Figure 1. Placed standard cells (run 1).
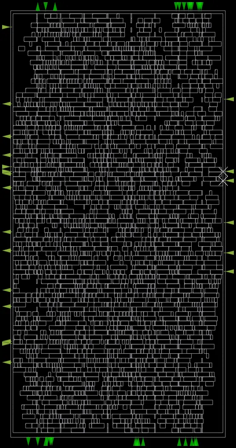
Figure 2. The metal 2 layer (run 1).
The bar under the picture is 50 um long.
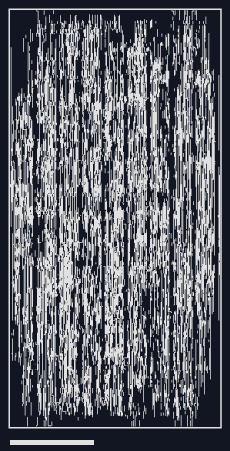
Figure 3. Placed cells, one colour a class (run 1).
The bar under the picture is 50 um long. Fill, decap, tap and diode cells in grey.
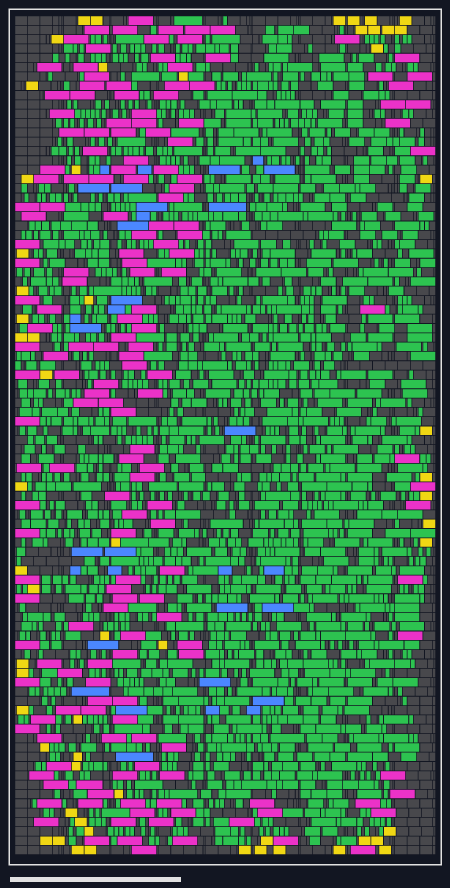
Figure 4. Clock wires, drivers and flops (run 1).
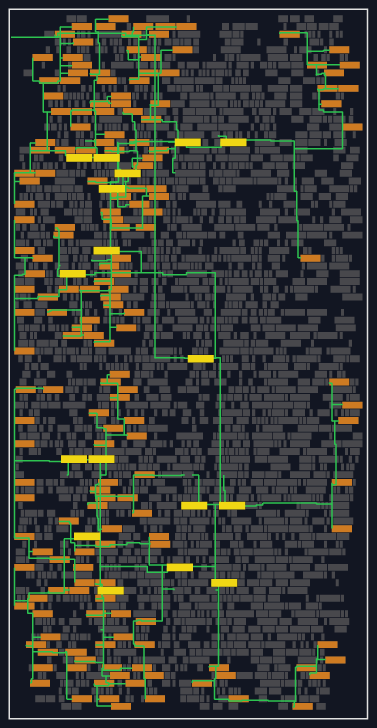
## src/rtl/poly_unison_oscillator.sv

```systemverilog
// Unison oscillator: VOICES detuned voices time-multiplexed through one phase/waveform path, averaged into one sample.
// Optional build macro PHASE_SPREAD_EN starts the voices evenly spread in phase instead of coherent.
module poly_unison_oscillator #(
  parameter int VOICES    = 4,
  parameter int ACC_W     = 24,
  parameter int OUT_W     = 16,
  parameter int FREQ_W    = 20,
  parameter int INC_MUL   = 44739,
  parameter int INC_SHIFT = 12
) (
  input  logic                    clk,
  input  logic                    reset,
  input  logic                    sample_en,
  input  logic [FREQ_W-1:0]       freq,
  input  logic [1:0]              ctrl,
  input  logic [3:0]              detune,
  input  logic                    sync,
  output logic signed [OUT_W-1:0] wave,
  output logic                    wave_valid,
  output logic                    busy
);

  localparam int LOG2V = $clog2(VOICES);
  localparam int VW    = (VOICES > 1) ? LOG2V : 1;
  localparam int MIX_W = OUT_W + LOG2V;
  localparam int PW    = FREQ_W + 32;
  localparam logic [15:0] LFSR_SEED = 16'hACE1;
  localparam logic [15:0] LFSR_MASK = 16'hB400;
  localparam logic signed [OUT_W-1:0] SQ_AMP = {1'b0, {(OUT_W-1){1'b1}}};
`ifdef PHASE_SPREAD_EN
  localparam bit SPREAD = 1'b1;
`else
  localparam bit SPREAD = 1'b0;
`endif

  typedef enum logic [1:0] {IDLE, RUN, DONE} state_t;

  state_t                    state_q, state_d;
  logic [VW-1:0]             v_q, v_d;
  logic [FREQ_W-1:0]         freq_q, freq_d;
  logic [1:0]                ctrl_q, ctrl_d;
  logic [3:0]                detune_q, detune_d;
  logic                      sync_q, sync_d;
  logic [ACC_W-1:0]          phase_q [VOICES];
  logic [ACC_W-1:0]          phase_d [VOICES];
  logic [15:0]               lfsr_q, lfsr_d;
  logic signed [MIX_W-1:0]   mix_q, mix_d;
  logic signed [OUT_W-1:0]   wave_q, wave_d;

  logic [ACC_W-1:0]          inc, dstep, inc_v, phase_new;
  logic [15:0]               lfsr_nxt;
  logic signed [OUT_W-1:0]   sample;
  logic signed [MIX_W-1:0]   mix_sum;

  function automatic logic [ACC_W-1:0] init_phase(input int v);
    return SPREAD ? ACC_W'(64'(v) << (ACC_W - LOG2V)) : '0;
  endfunction

  function automatic logic [15:0] lfsr_step(input logic [15:0] l);
    return l[0] ? ((l >> 1) ^ LFSR_MASK) : (l >> 1);
  endfunction

  function automatic logic signed [OUT_W-1:0] voice_sample(input logic [ACC_W-1:0] ph,
                                                           input logic [1:0] c,
                                                           input logic [15:0] lf);
    logic [OUT_W-1:0] u, t;
    logic m;
    m = ph[ACC_W-1];
    u = ph[ACC_W-1 -: OUT_W];
    t = ph[ACC_W-2 -: OUT_W];
    if (m) t = ~t;
    case (c)
      2'b00:   return {~u[OUT_W-1], u[OUT_W-2:0]};
      2'b01:   return m ? -SQ_AMP : SQ_AMP;
      2'b10:   return {~t[OUT_W-1], t[OUT_W-2:0]};
      default: return OUT_W'($signed(lf));
    endcase
  endfunction

  // Shared voice datapath: increment for voice v_q, its updated phase and sample
  always_comb begin
    inc       = ACC_W'((PW'(freq_q) * PW'(INC_MUL)) >> INC_SHIFT);
    dstep     = ACC_W'(((ACC_W+4)'(inc) * (ACC_W+4)'(detune_q)) >> 10);
    inc_v     = inc + ACC_W'(v_q) * dstep;
    phase_new = (sync_q ? init_phase(int'(v_q)) : phase_q[v_q]) + inc_v;
    lfsr_nxt  = lfsr_step(lfsr_q);
    sample    = voice_sample(phase_new, ctrl_q, lfsr_nxt);
    mix_sum   = mix_q + MIX_W'(sample);
  end

  always_comb begin
    state_d  = state_q;
    v_d      = v_q;
    freq_d   = freq_q;
    ctrl_d   = ctrl_q;
    detune_d = detune_q;
    sync_d   = sync_q;
    phase_d  = phase_q;
    lfsr_d   = lfsr_q;
    mix_d    = mix_q;
    wave_d   = wave_q;
    case (state_q)
      IDLE: begin
        if (sample_en) begin
          state_d  = RUN;
          v_d      = '0;
          freq_d   = freq;
          ctrl_d   = ctrl;
          detune_d = detune;
          sync_d   = sync;
          mix_d    = '0;
        end
      end
      RUN: begin
        phase_d[v_q] = phase_new;
        if (ctrl_q == 2'b11) lfsr_d = lfsr_nxt;
        mix_d = mix_sum;
        if (v_q == VW'(VOICES - 1)) begin
          state_d = DONE;
          // Final voice folds straight into the output so wave is current while DONE flags it
          wave_d  = OUT_W'(mix_sum >>> LOG2V);
        end else begin
          v_d = v_q + VW'(1);
        end
      end
      default: state_d = IDLE;
    endcase
  end

  always_ff @(posedge clk) begin
    if (!reset) begin
      state_q  <= IDLE;
      v_q      <= '0;
      freq_q   <= '0;
      ctrl_q   <= '0;
      detune_q <= '0;
      sync_q   <= 1'b0;
      for (int i = 0; i < VOICES; i++) phase_q[i] <= init_phase(i);
      lfsr_q   <= LFSR_SEED;
      mix_q    <= '0;
      wave_q   <= '0;
    end else begin
      state_q  <= state_d;
      v_q      <= v_d;
      freq_q   <= freq_d;
      ctrl_q   <= ctrl_d;
      detune_q <= detune_d;
      sync_q   <= sync_d;
      phase_q  <= phase_d;
      lfsr_q   <= lfsr_d;
      mix_q    <= mix_d;
      wave_q   <= wave_d;
    end
  end

  assign wave       = wave_q;
  assign wave_valid = (state_q == DONE);
  assign busy       = (state_q != IDLE);

endmodule

```

## config.mk

```make
export PLATFORM = sky130hd
export DESIGN_NAME = poly_unison_oscillator
export DESIGN_NICKNAME = d
export VERILOG_FILES = /design/src/rtl/poly_unison_oscillator.sv
export SDC_FILE = /design/constraint.sdc
export NUM_CORES = 1
export LEC_CHECK = 0
export ABC_CLOCK_PERIOD_IN_PS = 20200
export CAP_MARGIN = 10
export CORE_ASPECT_RATIO = 2
export CORE_UTILIZATION = 62
export CTS_CLUSTER_SIZE = 20
export DETAILED_ROUTE_END_ITERATION = 10
export GPL_ROUTABILITY_DRIVEN = 1
export HOLD_SLACK_MARGIN = 0.05
export MAX_ROUTING_LAYER = met4
export PLACE_DENSITY = 0.78
export REMOVE_ABC_BUFFERS = 1
export SLEW_MARGIN = 20
export SYNTH_ARGS = -nofsm -noshare
export SYNTH_HDL_FRONTEND = slang
export SYNTH_SLANG_ARGS = --single-unit
```

## constraint.sdc

```tcl
create_clock -name clk -period 20.2 [get_ports clk]
set_clock_uncertainty 0.1 [all_clocks]
set_input_delay 3.03 -clock clk [delete_from_list [all_inputs] [get_ports clk]]
set_output_delay 3.03 -clock clk [all_outputs]
set_load 0.01 [all_outputs]
```

==> impl_metrics.tcl, run 1 <==
# yosys + openroad results
set metrics [dict create \
    outcome "finished with violations" \
    violations "DRC" \
    compound_area_frac 0.129 \
    dp.cells 2575 \
    totalPowerFinal_mw 2.61 \
    ys_sh_adder 0.358 \
    cts_hold_buffers 0 \
    gr-total-overflow 0 \
    drt-pass1-iter-count 8 \
    drcViolationCount 4 \
    place_ws_ps 3890 \
    r2r_cells 57 \
    ys.flops 177 \
    hold_end "phase_q[76]$_SDFFE_PN0P_" \
    dominant_cells "combinational gates" \
    dominantRegCellSynth "dfxtp_1" \
    synth.avg_cell_area_um2 8.47 \
    tightest_slew_ps 1080 \
    netlist_instances 2239 \
    clock_power_uw 371 \
    synth.yosys.warnings 0 \
    min_path_cells 2 \
    root_buffer "clkbuf_16" \
    worst_r2r_startpoint "freq_q[8]$_SDFFE_PN0P_" \
    chip_area_mm2 0.0313 \
    swShare 0.507 \
    r2r-end "mix_q[17]$_SDFFE_PN0P_" \
    criticalPathCategory "reg2reg" \
    ys_sh_mux 0.0362 \
    cp.arrival_ps 16710 \
    synthTopCellsByArea "fa_1 (20%), dfxtp_1 (19%), ha_1 (16%)" \
    drv_cap 0 \
    hold_path.class "reg2reg" \
    synth-edff-count 0 \
    grt_pass1_vias 16400 \
    finalSetupTns_ps 0 \
    fin_util 0.675 \
    fin_crit_sh 0.816 \
    slew_violations 0 \
    lay_top_count "nand2_1" \
    die_w_um 126 \
    rsz0062_at_grt "no" \
    synth_cell_types 77 \
    peakVddDrop_mv 0.133 \
    power_density_mw_per_mm2 129 \
    startpoint_type "flop" \
    p_seq_frac 0.157 \
    cts-buffers-inserted 17 \
    mappedNetlistArea_mm2 0.0190 \
    top_cell "nand2_1" \
    sh_seq_area 0.175 \
    core_mm2 0.0301 \
    regArea_mm2 0.00355 \
    floorplanUtilization 0.630 \
    drtAntennaViolNets 0 \
    inverters 311 \
    p_sw_mw 1.32 \
    wl_per_cell_um 18.8 \
    warnings 28 \
    routed_via_density 5.93 \
    p_clk_frac 0.142 \
    grt_max_degree 93 \
    ys_chip_area_mm2 0.0190 \
    diodes 1 \
    endpoint_kind "flop" \
    synthArstFlopShare 0 \
    synth_seq_share 0.187 \
]
## Picture notes: Figure 1
# fillers: 2509
Finished Layout Cells: 2608

## Picture notes: Figure 2
- longest straight run: 73.1 um
- nets with wire on the layer: 2288

## Picture notes: Figure 3
- registers: magenta (cells 177)
- remaining logic cells: green (cells 1970)
- remaining buffers and delay cells: yellow (cells 60)
- clock drivers and dummy loads: blue (cells 32)

## Picture notes: Figure 4
- clock wires: green (length 2490 um)
- flip-flops: orange (count 177)
- clock-net drivers: yellow (count 17)
- routed clock nets: 18
- flops lie: widely spread

==> run 1: worst max-delay path: cells and delay by family (launching register included) <==
| family | cells | cell delay, ps |
|---|---|---|
| fa+ha+maj | 14 | 6280 |
| compound gates | 24 | 5380 |
| simple gates | 11 | 2470 |
| flops | 1 | 630 |
| buf+inv | 5 | 570 |
| xor+xnor | 2 | 500 |
| mux | 1 | 350 |
==> run 1: flip-flops by register name, summed over array words and instances, names as in the netlist <==
register,flops
detune_q,4
mix_q,18
phase_q,96
wave,16
freq_q,20
sync_q,1
lfsr_q,16
state_q,2
ctrl_q,2
v_q,2
==> run 1: per-layer routing <==
metal	GRT usage	wire (um)	up-vias
met3	0.0367	1170	208
met1	0.286	15600	7576
met4	0.239	3600	0
met2	0.675	28800	384
met5	-	0	-
li1	-	-	7291
Figure 5. Power grid (run 1).
Pins as bars on the die edge. Tap cells in grey.
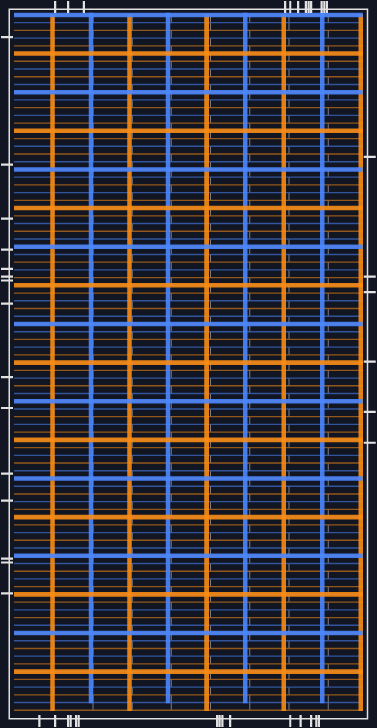

--- run 2 (diff from run 1) ---
--- a/config.mk
+++ b/config.mk
@@ -5,16 +5,16 @@
 export SDC_FILE = /design/constraint.sdc
 export NUM_CORES = 1
 export LEC_CHECK = 0
-export ABC_CLOCK_PERIOD_IN_PS = 20200
+export ABC_CLOCK_PERIOD_IN_PS = 13900
 export CAP_MARGIN = 10
 export CORE_ASPECT_RATIO = 2
-export CORE_UTILIZATION = 62
+export CORE_UTILIZATION = 58
 export CTS_CLUSTER_SIZE = 20
 export DETAILED_ROUTE_END_ITERATION = 10
 export GPL_ROUTABILITY_DRIVEN = 1
 export HOLD_SLACK_MARGIN = 0.05
 export MAX_ROUTING_LAYER = met4
-export PLACE_DENSITY = 0.78
+export PLACE_DENSITY = 0.76
 export REMOVE_ABC_BUFFERS = 1
 export SLEW_MARGIN = 20
 export SYNTH_ARGS = -nofsm -noshare
==> constraint.sdc (replaced) <==
create_clock -name clk -period 13.9 [get_ports clk]
set_clock_uncertainty 0.1 [all_clocks]
set_input_delay 2.085 -clock clk [delete_from_list [all_inputs] [get_ports clk]]
set_output_delay 2.085 -clock clk [all_outputs]
set_load 0.01 [all_outputs]
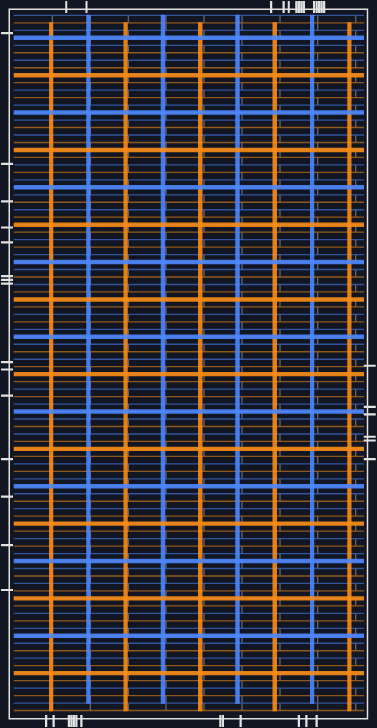
Figure 6: run 2, power grid.
Pins as bars on the die edge. Tap cells in grey.
- VDD: blue
- VSS: orange
- met4 straps: 9
- signal pins: 48
- rows: 93
- met5 straps: 18
- met1 rails: 94
CORE AREA: 0.0322 mm^2
worst vdd ir: 0.237 mV

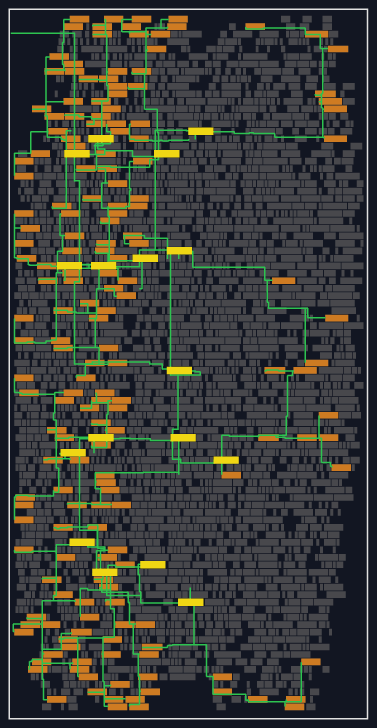
Figure 7: run 2, clock wires, drivers and flops.
- clock wires: green (length 2640 um)
- clock-net drivers: yellow (count 17)
- flip-flops: orange (count 177)
- flops lie: widely spread
clock-net power: 533 uW
clk_lat worst skew: 460 ps
Clock Power Share: 0.104

==> impl_metrics.tcl, run 2 <==
# yosys + openroad results
set metrics [dict create \
    cts-buffers-inserted 17 \
    path_max_fanout 5 \
    route.met2.wl_mm 32.3 \
    wl_per_cell_um 19.1 \
    grt_pass1_vias 18900 \
    startpoint_type "flop" \
    wl_met3_mm 2.27 \
    grt_use_met1 0.302 \
    cts_hold_buffers 0 \
    critPathBufInv 12 \
    chip_area_mm2 0.0334 \
    area_growth_pct 29.9 \
    critPathTopFamily "adder cells" \
    synth.yosys.warnings 0 \
    slew_violations 0 \
    totalPowerFinal_mw 5.12 \
    met1Wirelength_mm 17.9 \
    die_w_um 130 \
    lay_top_cells "buf_4 (379), nand2_1 (378), inv_1 (293), ha_1 (190), fa_1 (180)" \
    ctsHtreeMaxLevel 4 \
    final_cells 3049 \
    netlist_instances 2239 \
    bufAreaShareNonClock 0.145 \
    top_cell "nand2_1" \
    yosysTopAreaCellShare 0.202 \
    ys_chip_area_mm2 0.0190 \
    outcome "finished with violations" \
    swShare 0.465 \
    grt_max_degree 69 \
    min_path_cells 2 \
    synthTopCellsByArea "fa_1 (20%), dfxtp_1 (19%), ha_1 (16%)" \
    root_buffer "clkbuf_16" \
    dp.cells 2978 \
    hold_path.class "reg2reg" \
    synth_cell_types 77 \
    synth_seq_share 0.187 \
    fillerInstances 2244 \
    ys.flops 177 \
    dominantRegCellSynth "dfxtp_1" \
    gr-max-usage-layer "met2" \
    use_met3 0.0601 \
    warnings 30 \
    violations "setup timing" \
    met2_usage 0.678 \
    r2r_cells 65 \
    drtAntennaViolNets 0 \
    lay_top_count "buf_4" \
    dominant_cells "combinational gates" \
    largest_reg_flops 96 \
    cp.arrival_ps 14180 \
    vias 17500 \
    comb_area_mm2 0.0151 \
    comb_share 0.615 \
    routed_via_density 5.74 \
    largest_register "phase_q" \
    rsz0062_at_grt "yes" \
    p_sw_mw 2.38 \
    grt_pass1_wl_mm 90.9 \
    hpwl_mm 43.8 \
    routed.top_layer "met4" \
    floorplanUtilization 0.588 \
    cts_sinks 177 \
    drv_cap 0 \
    synthArstFlopShare 0 \
    inverters 311 \
    pg_comb_mw 4.00 \
    criticalPathCategory "reg2reg" \
    top_area_cell "fa_1" \
    diodes 1 \
    drt-pass1-iter-count 5 \
    drcViolationCount 0 \
    endpoint_kind "flop" \
    reg_top3 "phase_q (96), freq_q (20), mix_q (18)" \
    layout_min_cycle_time_ps 13970 \
    finalSetupTns_ps -115 \
    setup_slack_ps -72.4 \
    p_seq_frac 0.114 \
    place_ws_ps -1560 \
    slew_headroom 0.278 \
    cp.depth 65 \
    setup_viol 2 \
    synth.avg_cell_area_um2 8.47 \
    regArea_mm2 0.00358 \
    gr-total-overflow 0 \
    fin_crit_sh 1.01 \
    cp_slowest_stage_delay_ps 540 \
    tightest_slew_ps 1080 \
    synth-edff-count 0 \
    drtIter0Drc 819 \
    mappedNetlistArea_mm2 0.0190 \
    power_density_mw_per_mm2 208 \
    fin_nets 3065 \
]
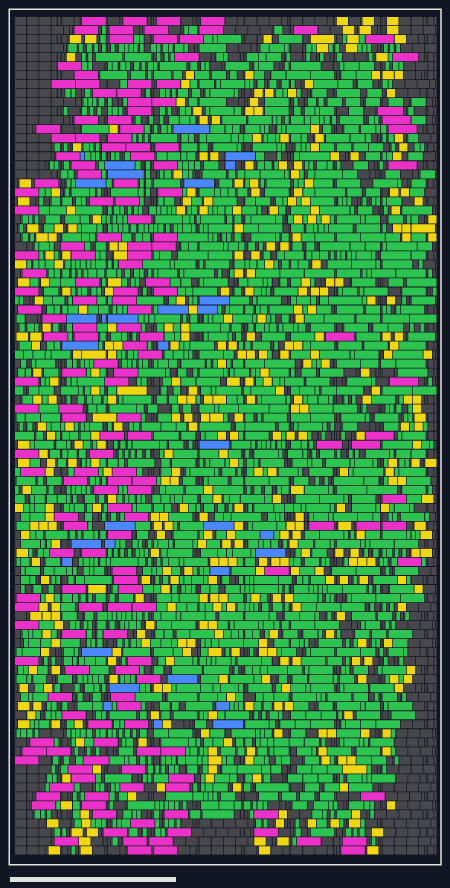
Figure 8: run 2, placed cells, one colour a class.
The bar under the picture is 50 um long. Fill, decap, tap and diode cells in grey.
- registers: magenta (cells 177)
- remaining buffers and delay cells: yellow (cells 442)
- clock drivers and dummy loads: blue (cells 32)
- remaining logic cells: green (cells 1970)
utilization after layout: 0.764
num rows: 93
cell area after layout: 0.0246 mm^2
sequential cell area share: 0.146

==> run 2: final timing paths <==
check	slack, ps	startpoint	end
setup / recovery	-70	freq_q[3]$_SDFFE_PN0P_	mix_q[16]$_SDFFE_PN0P_
hold / removal	360	phase_q[0]$_SDFFE_PN0P_	phase_q[0]$_SDFFE_PN0P_
setup reg to reg	-70	freq_q[3]$_SDFFE_PN0P_	mix_q[16]$_SDFFE_PN0P_
hold reg to reg	360	phase_q[0]$_SDFFE_PN0P_	phase_q[0]$_SDFFE_PN0P_
==> run 2: cells by family after synthesis <==
family	after synthesis	share of synthesized area
muxes	35	0.0362
and+or+nand+nor	713	0.170
AOI/OAI and AO/OA	401	0.129
DFF	177	0.187
buffers and inverters	403	0.0809
xor gates and xnor gates	83	0.0395
adders and majority gates	427	0.358
Figure 9. The metal 2 layer (run 2).
The bar under the picture is 50 um long.
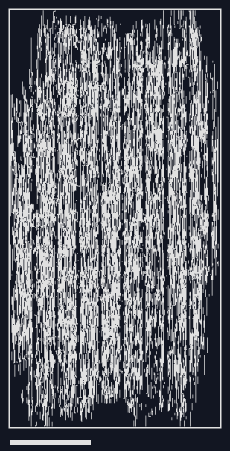

--- run 3 (diff from run 2) ---
--- a/config.mk
+++ b/config.mk
@@ -8,14 +8,13 @@
 export ABC_CLOCK_PERIOD_IN_PS = 13900
 export CAP_MARGIN = 10
 export CORE_ASPECT_RATIO = 2
-export CORE_UTILIZATION = 58
+export CORE_UTILIZATION = 50
 export CTS_CLUSTER_SIZE = 20
 export DETAILED_ROUTE_END_ITERATION = 10
 export GPL_ROUTABILITY_DRIVEN = 1
 export HOLD_SLACK_MARGIN = 0.05
 export MAX_ROUTING_LAYER = met4
-export PLACE_DENSITY = 0.76
-export REMOVE_ABC_BUFFERS = 1
+export PLACE_DENSITY = 0.67
 export SLEW_MARGIN = 20
 export SYNTH_ARGS = -nofsm -noshare
 export SYNTH_HDL_FRONTEND = slang
==> constraint.sdc (replaced) <==
create_clock -name clk -period 13.9 [get_ports clk]
set_clock_uncertainty 0.1 [all_clocks]
set_input_delay 3.475 -clock clk [delete_from_list [all_inputs] [get_ports clk]]
set_output_delay 3.475 -clock clk [all_outputs]
set_load 0.01 [all_outputs]
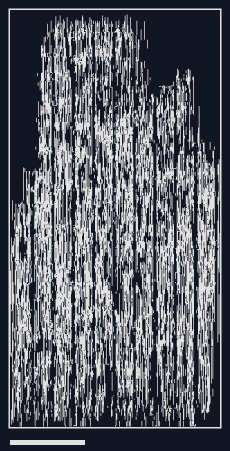
Figure 10: run 3, the metal 2 layer.
The bar under the picture is 50 um long.
- nets with wire on the layer: 2577
- wire length on this layer: 31.7 mm

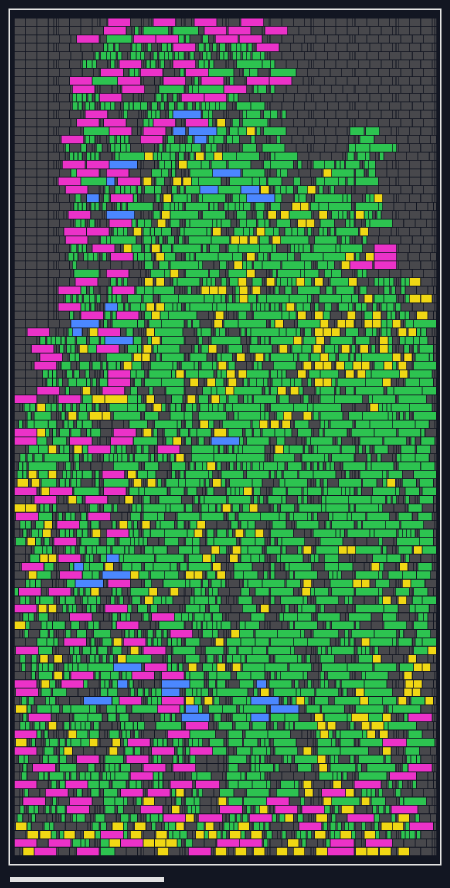
Figure 11: run 3, placed cells, one colour a class.
The bar under the picture is 50 um long. Fill, decap, tap and diode cells in grey.
- remaining logic cells: green (cells 1970)
- clock drivers and dummy loads: blue (cells 32)
- remaining buffers and delay cells: yellow (cells 324)
- registers: magenta (cells 177)

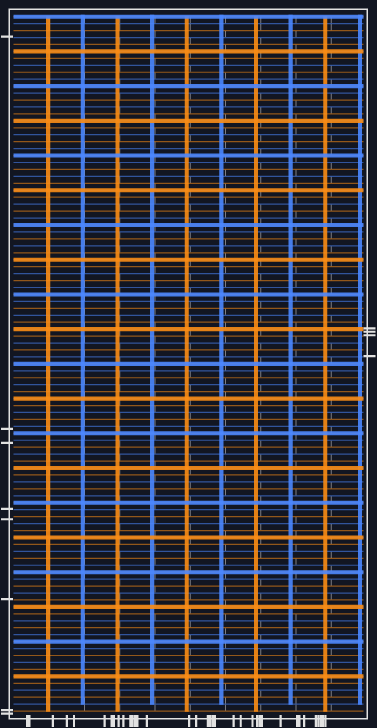
Figure 12: run 3, power grid.
Pins as bars on the die edge. Tap cells in grey.
- VSS: orange
- VDD: blue
- signal pins: 48
- tap cells: 459
- met4 straps: 10
- rows: 100
- met1 rails: 101
Die W: 140 um
Die Y: 277 um
worst vdd ir: 0.200 mV
CORE AREA: 0.0373 mm^2

==> impl_metrics.tcl, run 3 <==
# yosys + openroad results
set metrics [dict create \
    top_area_cell "fa_1" \
    setup_viol 0 \
    p_sw_mw 2.31 \
    use_met3 0.0342 \
    stdcell_area_mm2 0.0234 \
    routed.top_layer "met4" \
    area_growth_pct 23.2 \
    largest_register "phase_q" \
    logic_family "adder cells" \
    clock_power_uw 503 \
    warnings 30 \
    rsz0062_at_grt "yes" \
    root_buffer "clkbuf_16" \
    hpwl_mm 43.1 \
    gr-total-overflow 0 \
    synthTopCellsByArea "fa_1 (20%), dfxtp_1 (19%), ha_1 (16%)" \
    largest_reg_flops 96 \
    synth_cell_types 77 \
    drv_cap 0 \
    final_cells 2962 \
    yosys.area_share.simple 0.170 \
    critPathBufInv 5 \
    grt_use_met1 0.253 \
    grt_pass1_vias 17600 \
    vias 16400 \
    ctsHtreeMaxLevel 4 \
    cp.arrival_ps 14110 \
    cts_hold_buffers 0 \
    wl_per_cell_um 18.3 \
    rows 100 \
    grt_pass1_wl_mm 87.3 \
    fin_util 0.626 \
    layout_min_cycle_time_ps 13870 \
    ys_sh_mux 0.0362 \
    synth-edff-count 0 \
    totalPowerFinal_mw 4.88 \
    mappedNetlistArea_mm2 0.0190 \
    netlist_instances 2239 \
    drt-pass1-iter-count 5 \
    floorplanUtilization 0.508 \
    fin_nets 2947 \
    synth_seq_share 0.187 \
    synthArstFlopShare 0 \
    met1Wirelength_mm 17.2 \
    critPathTopFamily "adder cells" \
    slew_violations 0 \
    slew_headroom 0.243 \
    cts-buffers-inserted 17 \
    top_cell "nand2_1" \
    swShare 0.473 \
    cts_sinks 177 \
    drcViolationCount 0 \
    diodes 0 \
    ys_chip_area_mm2 0.0190 \
    gr-max-usage-layer "met2" \
    tightest_slew_ps 1130 \
    compound_area_frac 0.129 \
    power_density_mw_per_mm2 209 \
    reg_top3 "phase_q (96), freq_q (20), mix_q (18)" \
    fillerInstances 3195 \
    synth.avg_cell_area_um2 8.47 \
    finalSetupTns_ps 0 \
    p_seq_frac 0.120 \
    endpoint_kind "flop" \
    routed_via_density 5.55 \
    grt_max_degree 91 \
    wl_met3_mm 1.47 \
    met2_usage 0.594 \
    clock_latency_ps 470 \
    xor_share 0.0395 \
    fin_crit_sh 0.998 \
    ys.flops 177 \
    dominantRegCellSynth "dfxtp_1" \
    synth.yosys.warnings 0 \
    hold_path.class "reg2reg" \
    comb_area_mm2 0.0148 \
    drtAntennaViolNets 0 \
    yosysTopAreaCellShare 0.202 \
    startpoint_type "flop" \
    outcome "finished clean" \
]
==> run 3: area by class of cell <==
cell class	count	area share
Clock buffer	17	0.0182
Inverter	311	0.0501
Sequential cell	177	0.153
Timing Repair Buffer	324	0.111
Multi-Input combinational cell	1659	0.636
Tap cell	459	0.0246
Clock inverter	15	0.00750
==> run 3: final timing paths <==
path	start	to	slack, ps	cells after the start
min reg2reg	phase_q[48]$_SDFFE_PN0P_	phase_q[48]$_SDFFE_PN0P_	360	2
max reg2reg	freq_q[3]$_SDFFE_PN0P_	wave[14]$_SDFFE_PN0P_	30	59
max	freq_q[3]$_SDFFE_PN0P_	wave[14]$_SDFFE_PN0P_	30	59
min	phase_q[48]$_SDFFE_PN0P_	phase_q[48]$_SDFFE_PN0P_	360	2
Power and IR drop assume default switching activity.
